--- src/rtl/stage_event_sequencer.sv ---
// Walks a stage's records in a synchronous ROM and releases each SPAWN record as a
// valid/ready event once the stage clock reaches the record's trigger time.
module stage_event_sequencer #(
    parameter int REC_W  = 72,
    parameter int ADDR_W = 10,
    parameter int TIME_W = 30,
    parameter int IDX_W  = 20
) (
    input  logic              clk,
    input  logic              sync_reset,
    input  logic              start,
    input  logic              abort,
    input  logic [ADDR_W-1:0] base_addr,
    input  logic [TIME_W-1:0] current_time,
    output logic [ADDR_W-1:0] rom_addr,
    input  logic [REC_W-1:0]  rom_data,
    output logic              ev_valid,
    input  logic              ev_ready,
    output logic [31:0]       ev_payload,
    output logic [IDX_W-1:0]  ev_index,
    output logic              busy,
    output logic              stage_done,
    output logic              overflow
);

    localparam logic [7:0] TAG_SPAWN = 8'h00;
    localparam logic [7:0] TAG_END   = 8'hFF;

    typedef enum logic [2:0] {
        S_IDLE,
        S_READ,
        S_CHECK,
        S_WAIT_TIME,
        S_EMIT,
        S_DONE
    } state_t;

    state_t              state_q;
    logic [ADDR_W-1:0]   rom_addr_q;
    logic                ev_valid_q;
    logic [31:0]         ev_payload_q;
    logic [IDX_W-1:0]    ev_index_q;
    logic                busy_q;
    logic                stage_done_q;
    logic                overflow_q;
    logic [TIME_W-1:0]   rec_time_q;
    logic [31:0]         rec_payload_q;

    logic [7:0]          rec_tag;
    logic                addr_last;
    logic                unused_rec_bits;

    assign rec_tag         = rom_data[71:64];
    assign addr_last       = &rom_addr_q;
    assign unused_rec_bits = ^rom_data[31:TIME_W];

    // Record register: captured while the ROM word is presented in CHECK.
    always_ff @(posedge clk) begin
        if (state_q == S_CHECK) begin
            rec_time_q    <= rom_data[TIME_W-1:0];
            rec_payload_q <= rom_data[63:32];
        end
    end

    always_ff @(posedge clk) begin
        if (!sync_reset) begin
            state_q      <= S_IDLE;
            rom_addr_q   <= '0;
            ev_valid_q   <= 1'b0;
            ev_payload_q <= '0;
            ev_index_q   <= '0;
            busy_q       <= 1'b0;
            stage_done_q <= 1'b0;
            overflow_q   <= 1'b0;
        end else if (abort) begin
            state_q      <= S_IDLE;
            ev_valid_q   <= 1'b0;
            busy_q       <= 1'b0;
            stage_done_q <= 1'b0;
        end else begin
            case (state_q)
                S_IDLE, S_DONE: begin
                    if (start) begin
                        rom_addr_q   <= base_addr;
                        ev_index_q   <= '0;
                        overflow_q   <= 1'b0;
                        stage_done_q <= 1'b0;
                        busy_q       <= 1'b1;
                        state_q      <= S_READ;
                    end
                end
                S_READ: begin
                    state_q <= S_CHECK;
                end
                S_CHECK: begin
                    if (rec_tag == TAG_END) begin
                        busy_q       <= 1'b0;
                        stage_done_q <= 1'b1;
                        state_q      <= S_DONE;
                    end else if (rec_tag == TAG_SPAWN) begin
                        state_q <= S_WAIT_TIME;
                    end else if (addr_last) begin
                        overflow_q   <= 1'b1;
                        busy_q       <= 1'b0;
                        stage_done_q <= 1'b1;
                        state_q      <= S_DONE;
                    end else begin
                        rom_addr_q <= rom_addr_q + ADDR_W'(1);
                        state_q    <= S_READ;
                    end
                end
                S_WAIT_TIME: begin
                    if (current_time >= rec_time_q) begin
                        ev_payload_q <= rec_payload_q;
                        ev_valid_q   <= 1'b1;
                        state_q      <= S_EMIT;
                    end
                end
                S_EMIT: begin
                    // Payload stays frozen after the handshake; only ev_valid drops.
                    if (ev_ready) begin
                        ev_valid_q <= 1'b0;
                        if (!(&ev_index_q)) begin
                            ev_index_q <= ev_index_q + IDX_W'(1);
                        end
                        if (addr_last) begin
                            overflow_q   <= 1'b1;
                            busy_q       <= 1'b0;
                            stage_done_q <= 1'b1;
                            state_q      <= S_DONE;
                        end else begin
                            rom_addr_q <= rom_addr_q + ADDR_W'(1);
                            state_q    <= S_READ;
                        end
                    end
                end
                default: begin
                    busy_q       <= 1'b0;
                    stage_done_q <= 1'b0;
                    state_q      <= S_IDLE;
                end
            endcase
        end
    end

    assign rom_addr   = rom_addr_q;
    assign ev_valid   = ev_valid_q;
    assign ev_payload = ev_payload_q;
    assign ev_index   = ev_index_q;
    assign busy       = busy_q;
    assign stage_done = stage_done_q;
    assign overflow   = overflow_q;

`ifndef SYNTHESIS
    // An offered event may only be withdrawn by a handshake, abort or reset.
    a_ev_hold: assert property (@(posedge clk) disable iff (!sync_reset)
        (ev_valid_q && !ev_ready && !abort) |=> (ev_valid_q && $stable(ev_payload_q)));

    a_status: assert property (@(posedge clk) disable iff (!sync_reset)
        (busy_q == !(state_q == S_IDLE || state_q == S_DONE)) &&
        (stage_done_q == (state_q == S_DONE)));
`endif

endmodule

--- config.mk ---
export PLATFORM = sky130hd
export DESIGN_NAME = stage_event_sequencer
export DESIGN_NICKNAME = d
export VERILOG_FILES = /design/src/rtl/stage_event_sequencer.sv
export SDC_FILE = /design/constraint.sdc
export NUM_CORES = 1
export LEC_CHECK = 0
export ABC_AREA = 1
export CORE_MARGIN = 5
export CORE_UTILIZATION = 44
export CTS_CLUSTER_SIZE = 14
export DETAILED_ROUTE_END_ITERATION = 8
export GPL_TIMING_DRIVEN = 0
export PLACE_DENSITY = 0.85
export SYNTH_ARGS = -nofsm -noshare
export SYNTH_HDL_FRONTEND = slang
export SYNTH_SLANG_ARGS = --single-unit
--- constraint.sdc ---
create_clock -name clk -period 3.9 [get_ports clk]
set_input_delay 0.39 -clock clk [delete_from_list [all_inputs] [get_ports clk]]
set_output_delay 0.39 -clock clk [all_outputs]
set_load 0.005 [all_outputs]
==> flow_summary.toml, run 1 <==
# flow metrics
[final_layout]
clk_share = 0.0642
fin_nets = 1157
design.seq.count = 131
largest_class = "registers"
nClkBuffers = 19
bufAreaShareNonClock = 0.219
num-nonclk-buffers = 208
syn_to_final_growth_pct = 41.3
fillers = 1209
layout.area.seq_sq_um = 3240
inverters = 110

[power]
pwr-share-comb = 0.095
vdd_drop_max_mv = 0.276
clockPowerShare = 0.467
powerDensity_nw_per_um2 = 366
p_seq_frac = 0.438
swShare = 0.237

[drt]
antenna_left = 0
drt_iter0_markers = 287
vias = 5909
wirelength_mm = 17.1

[synth]
async_flop_share = 0
synth.cell_area_sq_um = 6510
synth-edff-count = 62
synth_cell_types = 34
synth_seq_share = 0.498
netlist.area_leader.share = 0.286
synthFlopType = "dfxtp_1"
yosys_cells = 806
yosysWarnings = 0
ys_ff = 131
floorplan.nets = 955
ys_area_sq_um = 6510
topCellsByArea = "edfxtp_1 (29%), dfxtp_1 (21%), nand2_1 (12%)"

[global_route]
track_usage = 0.195
grt_max_degree = 17
gr-total-overflow = 0
grt_pass1_wl_mm = 27.7
grt_pass1_vias = 5648

[sta]
relSlewSlack = 0.414
hold-worst-slack_ps = 404
setup_viol = 0
period_needed_ps = 2390
rsz0062_at_grt = "false"
post-route-period-util = 0.613
drv_slew = 0
worstMarginPinSlew_ps = 876
skew_ps = 9.60
clock.fmax_ghz = 0.418
final_hold_viol_count = 0

[clock_tree]
post_cts_hold_buffer_count = 0
cts_resized = 0
clock_sinks = 131
cts_inserted_buffers = 17
cts_max_level = 4
cts_tree = "built"
post_cts_buffers = 0
clk_pin_slew_ps = 60

[floorplan]
dieArea_sq_um = 17300
pin_count = 183
nWellTaps = 184
die_y_um = 132

[critical_path]
crit_type = "input pin to register"
cp_cell_sequence = "clkdlybuf4s50_1 > ha_1 > nand2_1 > nor2_1 > nand2_1 > nor2_1 > nand2_1 > nand2_1 > nor2_1 > nand2_1 > nand3_2 > buf_2 > nand2_1 > nand2_1 > nor2_1"
worstPathMaxFanout = 10
slowest_stage = "clkdlybuf4s50_1"
cp_common_cell = "nand2_1"
worst_setup_path_start_kind = "input pin"
worst_path_largest_cell_delay_ps = 410

[flow_run]
warning_count = 28
cap_violations = 0

[placed_design]
placed_cells = 1173
port_buffers = 179

[hold_path]
hold_path_class = "input pin to register"

[outcome]
status = "complete, no violations"
-- run 1: layer usage --
metal  GRT usage  up-vias  share of wire
met5           0        -              0
met4      0.0709        0          0.023
met3      0.0493       41          0.075
met2       0.332      249           0.49
met1       0.239     2656           0.41
li1            -     2963              -
-- run 1: cells in the final DEF (no fill, tap or decap), types with 7 or more instances in the layout --
cell	synthesis	final
a21oi_1	37	37
a21oi_2	10	10
clkbuf_1	13	13
clkbuf_16	0	17
clkdlybuf4s50_1	0	179
dfxtp_1	69	69
edfxtp_1	62	62
ha_1	32	32
inv_1	104	104
nand2_1	213	213
nand2_2	13	13
nand3_1	43	43
nand4_1	10	10
nor2_1	131	131
xnor2_1	8	8
xor2_1	7	7
-- run 1: stage by stage --
| step | setup slack, ps | setup TNS (ps) | total power (uW) | cell area [sq um] | utilization |
|---|---|---|---|---|---|
| finish | 1510 | 0 | 3370 | 9200 | 0.633 |
| global route | 1220 | 0 | 3500 | 9200 | 0.633 |
| CTS | 1470 | 0 | 3410 | 9200 | 0.633 |
| detailed placement | 1060 | 0 | 1830 | 8610 | 0.593 |
| global placement | -154 | -1370 | 1820 | 8540 | 0.588 |
| floorplan | 919 | 0 | 1650 | 6520 | - |
-- run 1: worst max-delay path: cells and delay by family --
family	cells	cell delay, ps
and+or+nand+nor	12	1340
adders and majority gates	1	300
buffers and inverters	2	680
-- run 1: cells in the mapped netlist (3+ instances only) --
master / count
a21oi_1: 37
a21oi_2: 10
a31oi_1: 3
buf_2: 4
buf_6: 5
clkbuf_1: 13
dfxtp_1: 69
edfxtp_1: 62
ha_1: 32
inv_1: 104
inv_2: 4
nand2_1: 213
nand2_2: 13
nand2_4: 3
nand3_1: 43
nand4_1: 10
nor2_1: 131
nor2_2: 3
nor3_1: 6
o21ai_0: 6
o21ai_1: 5
xnor2_1: 8
xor2_1: 7
-- run 1: state kept, by name, indices dropped and copies added (netlist names) --
name,flops
ev_payload,32
rec_payload_q,32
rec_time_q,30
ev_index,20
rom_addr,10
state_q,3
busy,1
ev_valid,1
overflow,1
stage_done,1
-- run 1: power by group through the flow --
stage	registers (uW)	logic [uW]	clock network, uW
after floorplan	1510	142	0
after global placement	1510	308	0
after detailed placement	1510	320	0
after CTS	1480	323	1610
after global routing	1480	351	1670
final	1480	320	1570
-- run 1: cells by family (layout without fill, tap and decap cells) --
family,Yosys count,count (layout),synth area share
AND-OR/OR-AND,63,63,0.0555
XOR/XNOR,15,15,0.0202
buffers and inverters,135,350,0.0880
adder cells (fa/ha/maj),32,32,0.0615
AND/OR/NAND/NOR,430,430,0.277
flip-flops,131,131,0.498
-- run 1: final timing paths --
kind | start | endpoint | slack (ps) | depth (start not counted)
max | current_time[13] | ev_payload[9]$_SDFFE_PN0P_ | 1510 | 15
min | sync_reset | ev_payload[0]$_SDFFE_PN0P_ | 400 | 3
max reg2reg | rec_time_q[13]$_DFFE_PN_ | ev_payload[9]$_SDFFE_PN0P_ | 1550 | 15
min reg2reg | rec_payload_q[17]$_DFFE_PN_ | ev_payload[17]$_SDFFE_PN0P_ | 470 | 2
Run 1, selected gate families:
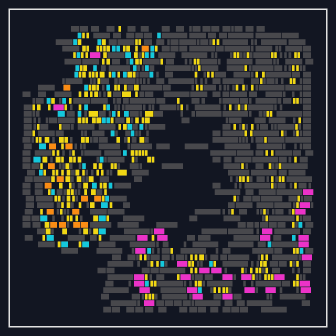
colour	family	cells
yellow	nand cells	283
cyan	aoi and oai cells	62
magenta	fa/ha/maj cells	32
orange	xor and xnor cells	15
logic share of the area: 0.294
Finished Layout Cells: 1205

Run 1, routed clock nets over the placement:
The bar under the picture is 50 um long.
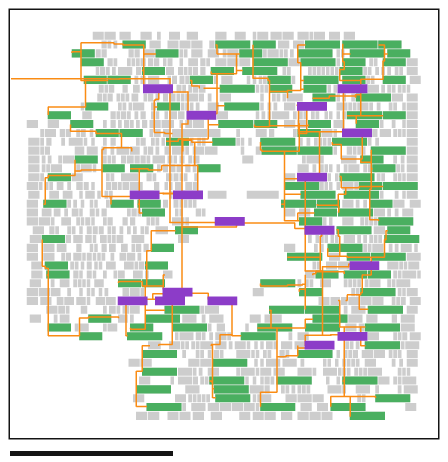
[green] flip-flops | count: 131
[orange] clock wires | length: 1620 um
[purple] clock-net drivers | count: 17
flops lie	all over the die
Clock net power: 1570 uW
Latency at later pin: 410 ps

Run 1, cells coloured by class:
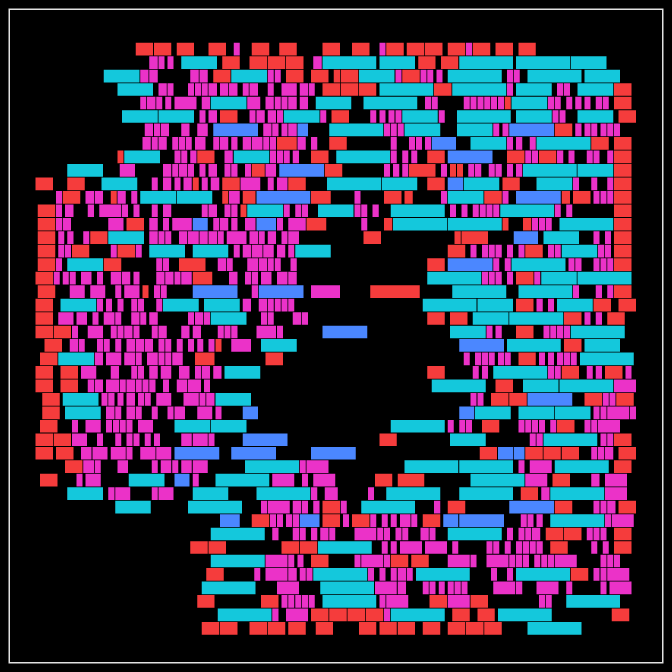
colour	class	cells	share of their area
red	remaining buffers and delay cells	208	23%
magenta	remaining logic cells	650	35%
cyan	registers	131	36%
blue	clock drivers and dummy loads	32	6.6%
Layout Utilization: 0.633
FP Rows: 44
final instance area: 9200 sq um
Seq/total area: 0.352
core area: 14500 sq um

--- run 2 (diff from run 1) ---
clock period = 2.2 ns   (was 3.9 ns; I/O delays follow)
==> run 2 against run 1 <==
  * Sequential share of layout area is 0.89 points lower
  * Synthesized area unchanged
  * Core utilization rose by 1.7 points
  * Count of clock-buffer cells in the layout down 2
  * Combinational power is 87% higher
  * Power rose by 75%
  * Setup slack worse by 1400 ps
  * Critical path depth fell by 2
  * Final cell count up 0.66%
  * Sequential cell count unchanged
==> flow_summary.toml, run 2 <==
# flow metrics
[outcome]
status = "complete, no violations"

[drt]
detail_route.vias_per_cell = 4.92
drc = 0
dr.pass1.iters = 8
vias = 5967
wirelength_mm = 17.5
drt_iter0_markers = 419
antenna_left = 0

[sta]
fin_ws_ps = 67.8
setup_viol = 0
relSlewSlack = 0.370
worstMarginPinSlew_ps = 938
period_needed_ps = 2130
post-route-period-util = 0.969
final_hold_viol_count = 0
clock.fmax_ghz = 0.469
drv_slew = 0
rsz0062_at_grt = "true"

[global_route]
grt_pass1_wl_mm = 27.6
track_usage = 0.194
grt_pass1_vias = 5709
grt_max_degree = 21
gr-total-overflow = 0
antenna_found_initial = 2

[synth]
yosysWarnings = 0
synth_area_leader_cell = "edfxtp_1"
ys_area_sq_um = 6510
netlist.area_leader.share = 0.286
synthFlopType = "dfxtp_1"
ys_ff = 131
synth-edff-count = 62
synth.cell_area_sq_um = 6510
yosys_cells = 806
synth_top_cell_by_count = "nand2_1"
syn_inst = 806
topCellsByArea = "edfxtp_1 (29%), dfxtp_1 (21%), nand2_1 (12%)"
synth_area_per_cell_sq_um = 8.08
ys_top_cells_by_count = "nand2_1 (213), nor2_1 (131), inv_1 (104)"
synth_seq_share = 0.498
async_flop_share = 0
synth_cell_types = 34
floorplan.nets = 955

[critical_path]
cp_cell_sequence = "inv_2 > ha_4 > nand2_2 > nor2_4 > nand4_1 > nor2_1 > nand2_2 > nand2_4 > nand3_4 > buf_2 > nand2_1 > nand2_1 > nor2_1"
slowest_stage = "edfxtp_1"
crit_type = "register to register"
cp.arrival_ps = 2480
worst_path_largest_cell_delay_ps = 360
crit_required_ps = 2550
worst_setup_path_start_kind = "register"
cp-end-kind = "register"
worstPathMaxFanout = 8

[floorplan]
rows = 44
dieArea_sq_um = 17300
core_sq_um = 14500
die_w_um = 132
die_y_um = 132
pin_count = 183
fp_util = 0.448

[flow_run]
cap_violations = 0
warning_count = 30

[power]
vdd_drop_max_mv = 0.477
p_leak_uw = 0.00390
powerDensity_nw_per_um2 = 626
power_uw = 5910

[placed_design]
pre_cts_ws_ps = -495
place_hpwl_mm = 12.6
gp_congestion = 0.940
port_buffers = 179

[clock_tree]
clock_sinks = 131
clk_pin_slew_ps = 60
cts_buffer_depth = 2
root_buffer = "clkbuf_16"
cts_inserted_buffers = 17
cts_tree = "built"
cts_max_level = 4
insertion_delay_ps = 420

[hold_path]
hold_path_class = "input pin to register"

[final_layout]
fin_nets = 1163
syn_to_final_growth_pct = 45.1
most-common-layout-cells = "nand2_1 (202), clkdlybuf4s50_1 (179), nor2_1 (122)"
utilization = 0.650
layout_top_cell = "nand2_1"
drive_gt1_frac = 0.125
-- run 2: power breakdown --
part | switching [uW] | leakage [uW] | internal [uW]
logic | 271 | 0.00250 | 328
clock network | 1200 | 0.000280 | 1500
registers | 29.3 | 0.00112 | 2590
-- run 2: timing repair --
| action | 4_1_cts | 5_1_grt |
|---|---|---|
| setup endpoints to repair | 31 | 60 |
| setup buffers | 0 | 3 |
| cloned | 0 | 4 |
| gates resized | 10 | 41 |
| hold buffers | 0 | 0 |
| pin swaps | 0 | 14 |
-- run 2: area by class of cell --
class	count	area (sq um)
fill	1150	5080
inverter	110	418
antenna	2	5.00
multi-input combinational	541	2870
sequential	131	3250
clock inverter	15	141
buffer	25	199
clock buffer	17	425
tap	184	230
timing repair buffer	188	1920
-- run 2: logic make-up after synthesis --
family	synth area share
buf+inv	0.0880
xor+xnor	0.0202
compound gates	0.0555
flops	0.498
simple gates	0.277
fa+ha+maj	0.0615
-- run 2: path summary, 6_finish.rpt --
path         slack (ps)  depth (start not counted)                          end                        start
max                  70                         13   ev_payload[3]$_SDFFE_PN0P_     rec_time_q[27]$_DFFE_PN_
min                 250                          3  ev_payload[31]$_SDFFE_PN0P_                   sync_reset
max reg2reg          70                         13   ev_payload[3]$_SDFFE_PN0P_     rec_time_q[27]$_DFFE_PN_
min reg2reg         470                          2  ev_payload[23]$_SDFFE_PN0P_  rec_payload_q[23]$_DFFE_PN_
-- run 2: layer usage --
metal	vias to the layer above	GRT usage	wire length (um)
li1	2985	-	-
met1	2717	0.238	7420
met2	234	0.330	8690
met3	31	0.0512	1080
met4	0	0.0691	335
met5	-	0	0
-- run 2: worst max-delay path: cells and delay by family (launching register included) --
family / cells / cell delay [ps]
DFF: 1 / 360
and+or+nand+nor: 10 / 1130
adders and majority gates: 1 / 260
buffers and inverters: 2 / 300
-- run 2: stage by stage --
step / cells / TNS (ps) / hold WS (ps) / area, sq um
6_report: 1213 / 0 / 246 / 9450
5_1_grt: 1213 / -273 / 246 / 9450
4_1_cts: 1204 / 0 / 227 / 9210
3_5_place_dp: 1172 / -12020 / 461 / 8610
3_3_place_gp: 1169 / -100760 / 448 / 8540
2_1_floorplan: 806 / -24020 / 319 / 6520
Run 2, selected gate families:
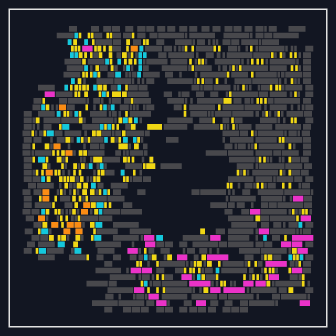
colour	family	cells
magenta	fa/ha/maj cells	32
yellow	nand cells	284
orange	xor and xnor cells	15
cyan	aoi and oai cells	62
logic share of the area: 0.303
Finished Layout Cells: 1213

Run 2, routed clock nets over the placement:
The bar under the picture is 50 um long.
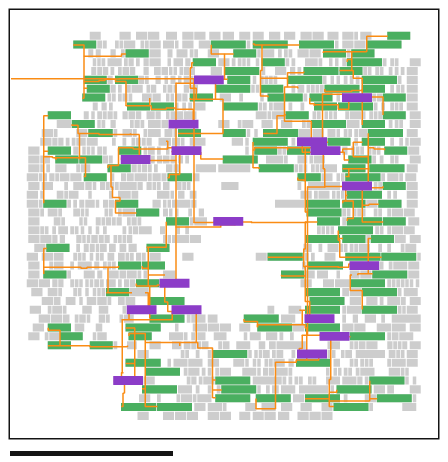
[purple] clock-net drivers | count: 17
[green] flip-flops | count: 131
[orange] clock wires | length: 1630 um
flops lie	all over the die
Final Skew: 8.05 ps
Clock net power: 2690 uW

--- run 3 (diff from run 2) ---
GPL_ROUTABILITY_DRIVEN = 0   (was default)
SLEW_MARGIN = 20   (was default)
Run 3, cells coloured by class:
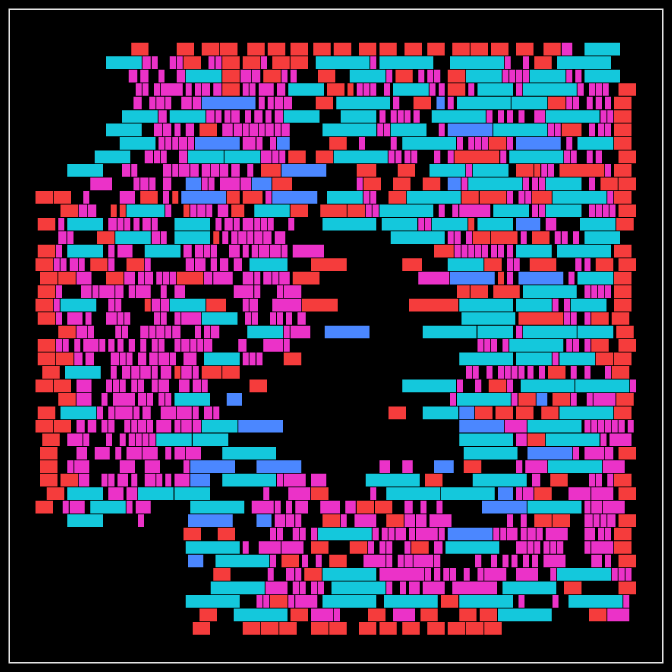
colour	class	cells	share of their area
cyan	registers	131	35%
magenta	remaining logic cells	652	35%
blue	clock drivers and dummy loads	32	6.2%
red	remaining buffers and delay cells	216	24%
Seq/total area: 0.340
Layout Utilization: 0.658
final instance area: 9560 sq um

==> run 3 against run 2 <==
  * Synthesized area stayed put
  * Sequential power hardly changed
  * Non-clock buffer count is 3 higher
  * Sequential cell count stayed put
==> flow_summary.toml, run 3 <==
# flow metrics
[outcome]
status = "complete, no violations"

[placed_design]
place_hpwl_mm = 12.7
port_buffers = 179
placed_cells = 1174

[clock_tree]
insertion_delay_ps = 420
clk_pin_slew_ps = 70
cts_buffer_depth = 2
post_cts_hold_buffer_count = 0
cts_inserted_buffers = 17
cts_tree = "built"
clock_sinks = 131
cts_max_level = 4
root_buffer = "clkbuf_16"

[critical_path]
worst_path_largest_cell_delay_ps = 330
crit_end = "ev_payload[3]$_SDFFE_PN0P_"
worst_setup_path_start_kind = "register"
worstPathMaxFanout = 5
crit_required_ps = 2510
cp.depth = 15
slowest_stage = "edfxtp_1"
cp_cell_sequence = "inv_1 > ha_1 > nand2_2 > nor2_4 > nand2_2 > nor2_2 > nand2_1 > nand2_2 > nor2_4 > nand2_4 > buf_12 > nand3_4 > buf_8 > nor2_2 > nor2_2"
cp-startpoint = "rec_time_q[13]$_DFFE_PN_"
regToRegStartpoint = "rec_time_q[13]$_DFFE_PN_"
crit_family = "simple AND/OR/NAND/NOR gates"
crit_type = "register to register"
reg2reg_to = "ev_payload[3]$_SDFFE_PN0P_"
ff2ff_path_depth = 15
rrSetupSlack_ps = 80
cp.arrival_ps = 2430
cp_num_buf_inv = 3
cp-end-kind = "register"

[power]
vdd_drop_max_mv = 0.510
powerDensity_nw_per_um2 = 630
p_leak_uw = 0.00395

[global_route]
grt_pass1_wl_mm = 27.6
grtUsageMet3 = 0.0489
track_usage = 0.194
antenna_found_initial = 1
top_usage_layer = "met2"
gr-total-overflow = 0
met1_usage = 0.239
grt_max_degree = 17
grtUsageMet2 = 0.330
grt_pass1_vias = 5718

[synth]
ys_top_cells_by_count = "nand2_1 (213), nor2_1 (131), inv_1 (104)"
synth-edff-count = 62
ys_area_sq_um = 6510
async_flop_share = 0
ys_ff = 131
yosys_cells = 806
synth_area_leader_cell = "edfxtp_1"
synth_area_per_cell_sq_um = 8.08
synthFlopType = "dfxtp_1"
floorplan.nets = 955
synth.cell_area_sq_um = 6510
synth_top_cell_by_count = "nand2_1"
yosysWarnings = 0
synth_cell_types = 34
syn_inst = 806
netlist.area_leader.share = 0.286
synth_seq_share = 0.498
topCellsByArea = "edfxtp_1 (29%), dfxtp_1 (21%), nand2_1 (12%)"

[floorplan]
core_sq_um = 14500
dieArea_sq_um = 17300
fp_util = 0.448
die_y_um = 132
die_w_um = 132
rows = 44
pin_count = 183

[final_layout]
fin_nets = 1167
layout.area.seq_sq_um = 3250
layout.area.comb_sq_um = 2860
most-common-layout-cells = "nand2_1 (203), clkdlybuf4s50_1 (179), nor2_1 (119)"
syn_to_final_growth_pct = 46.8
drive_gt1_frac = 0.128
layout_top_cell = "nand2_1"
fillers = 1145

[drt]
detail_route.vias_per_cell = 4.94
vias = 6005
drt_iter0_markers = 456
wire_per_inst_um = 14.9
drc = 0
antenna_left = 0
wirelength_mm = 18.1
dr.pass1.iters = 5

[flow_run]
cap_violations = 0
warning_count = 30

[sta]
rsz0062_at_grt = "true"
worstMarginPinSlew_ps = 767
final_hold_viol_count = 0
clock.fmax_ghz = 0.472
drv_slew = 0
setup_viol = 0
tns_ps = 0
post-route-period-util = 0.962
period_needed_ps = 2120
relSlewSlack = 0.486
skew_ps = 9.38

[hold_path]
hold_path_class = "input pin to register"
Run 3, selected gate families:
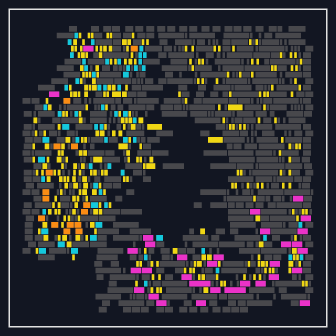
colour	family	cells
magenta	fa/ha/maj cells	32
cyan	aoi and oai cells	62
yellow	nand cells	285
orange	xor and xnor cells	15
Finished Layout Cells: 1216
logic share of the area: 0.300

## run 3: cell types whose count changed in the layout (fill, tap and decap cells not counted), sizes merged
| cell | change |
|---|---|
| clkbuf | +3 |
| clkinv | -2 |
| buf | +1 |
| bufinv | +1 |
| clkinvlp | +1 |
| diode | -1 |
| inv | -1 |
| nand3 | +1 |
## run 3: layout make-up
class                           instances  share of cell area
Buffer                                 25              0.0216
Clock buffer                           18              0.0459
Clock inverter                         14              0.0149
Inverter                              110              0.0437
Sequential cell                       131               0.340
Multi-Input combinational cell        542               0.300
Antenna cell                            1            0.000262
Timing Repair Buffer                  191               0.210
Tap cell                              184              0.0241
## run 3: through the flow
step / utilization / total power, uW / hold slack (ps) / instance area (sq um) / worst slack [ps]
5_1_grt: 0.658 / 6240 / 254 / 9560 / -116
4_1_cts: 0.636 / 6000 / 223 / 9240 / 4.17
3_5_place_dp: 0.593 / 3240 / 461 / 8630 / -479
2_1_floorplan: - / 2920 / 319 / 6520 / -772
6_report: 0.658 / 6020 / 244 / 9560 / 83.5
3_3_place_gp: 0.588 / 3220 / 448 / 8540 / -1860
## run 3: how the worst min path moves through the flow
stage	from	end	slack, ps	cells after the start
6_report	sync_reset	ev_payload[31]$_SDFFE_PN0P_	240	3
5_1_grt	sync_reset	ev_payload[31]$_SDFFE_PN0P_	250	3
4_1_cts	sync_reset	ev_payload[31]$_SDFFE_PN0P_	220	3
3_5_place_dp	rec_payload_q[18]$_DFFE_PN_	ev_payload[18]$_SDFFE_PN0P_	460	2
3_3_place_gp	rec_payload_q[23]$_DFFE_PN_	ev_payload[23]$_SDFFE_PN0P_	450	2
2_1_floorplan	rom_data[32]	rec_payload_q[0]$_DFFE_PN_	320	0
## run 3: where the power goes
part	switching, uW	internal, uW
Sequential	29.9	2590
Combinational	276	337
Clock	1160	1620
## run 3: cells by family (layout without fill, tap and decap cells)
family                     Yosys count  after routing  share of synthesized area
other                                0              1                          0
AOI/OAI and AO/OA                   63             63                     0.0555
xor gates and xnor gates            15             15                     0.0202
buffers and inverters              135            358                     0.0880
and+or+nand+nor                    430            432                      0.277
DFF                                131            131                      0.498
adders and majority gates           32             32                     0.0615
## run 3: timing repair
action | 4_1_cts | 5_1_grt
gates resized | 10 | 49
buffers inserted | 0 | 2
pin swaps | 0 | 9
gates cloned | 0 | 7
endpoints found under the setup margin | 23 | 57
## run 3: worst register-to-register path, delay by kind of cell, from the launching register on
| family | cells | cell delay, ps |
|---|---|---|
| buffers and inverters | 3 | 350 |
| flip-flops | 1 | 330 |
| adder cells (fa/ha/maj) | 1 | 300 |
| AND/OR/NAND/NOR | 11 | 1040 |
## run 3: layer usage
layer	share of wire	wire length [um]	vias up
met1	0.41	7450	2743
li1	-	-	2987
met3	0.073	1330	32
met2	0.49	8960	243
met5	0	0	-
met4	0.022	393	0
Power figures rest on the tool's default switching activity, not on a simulated workload.
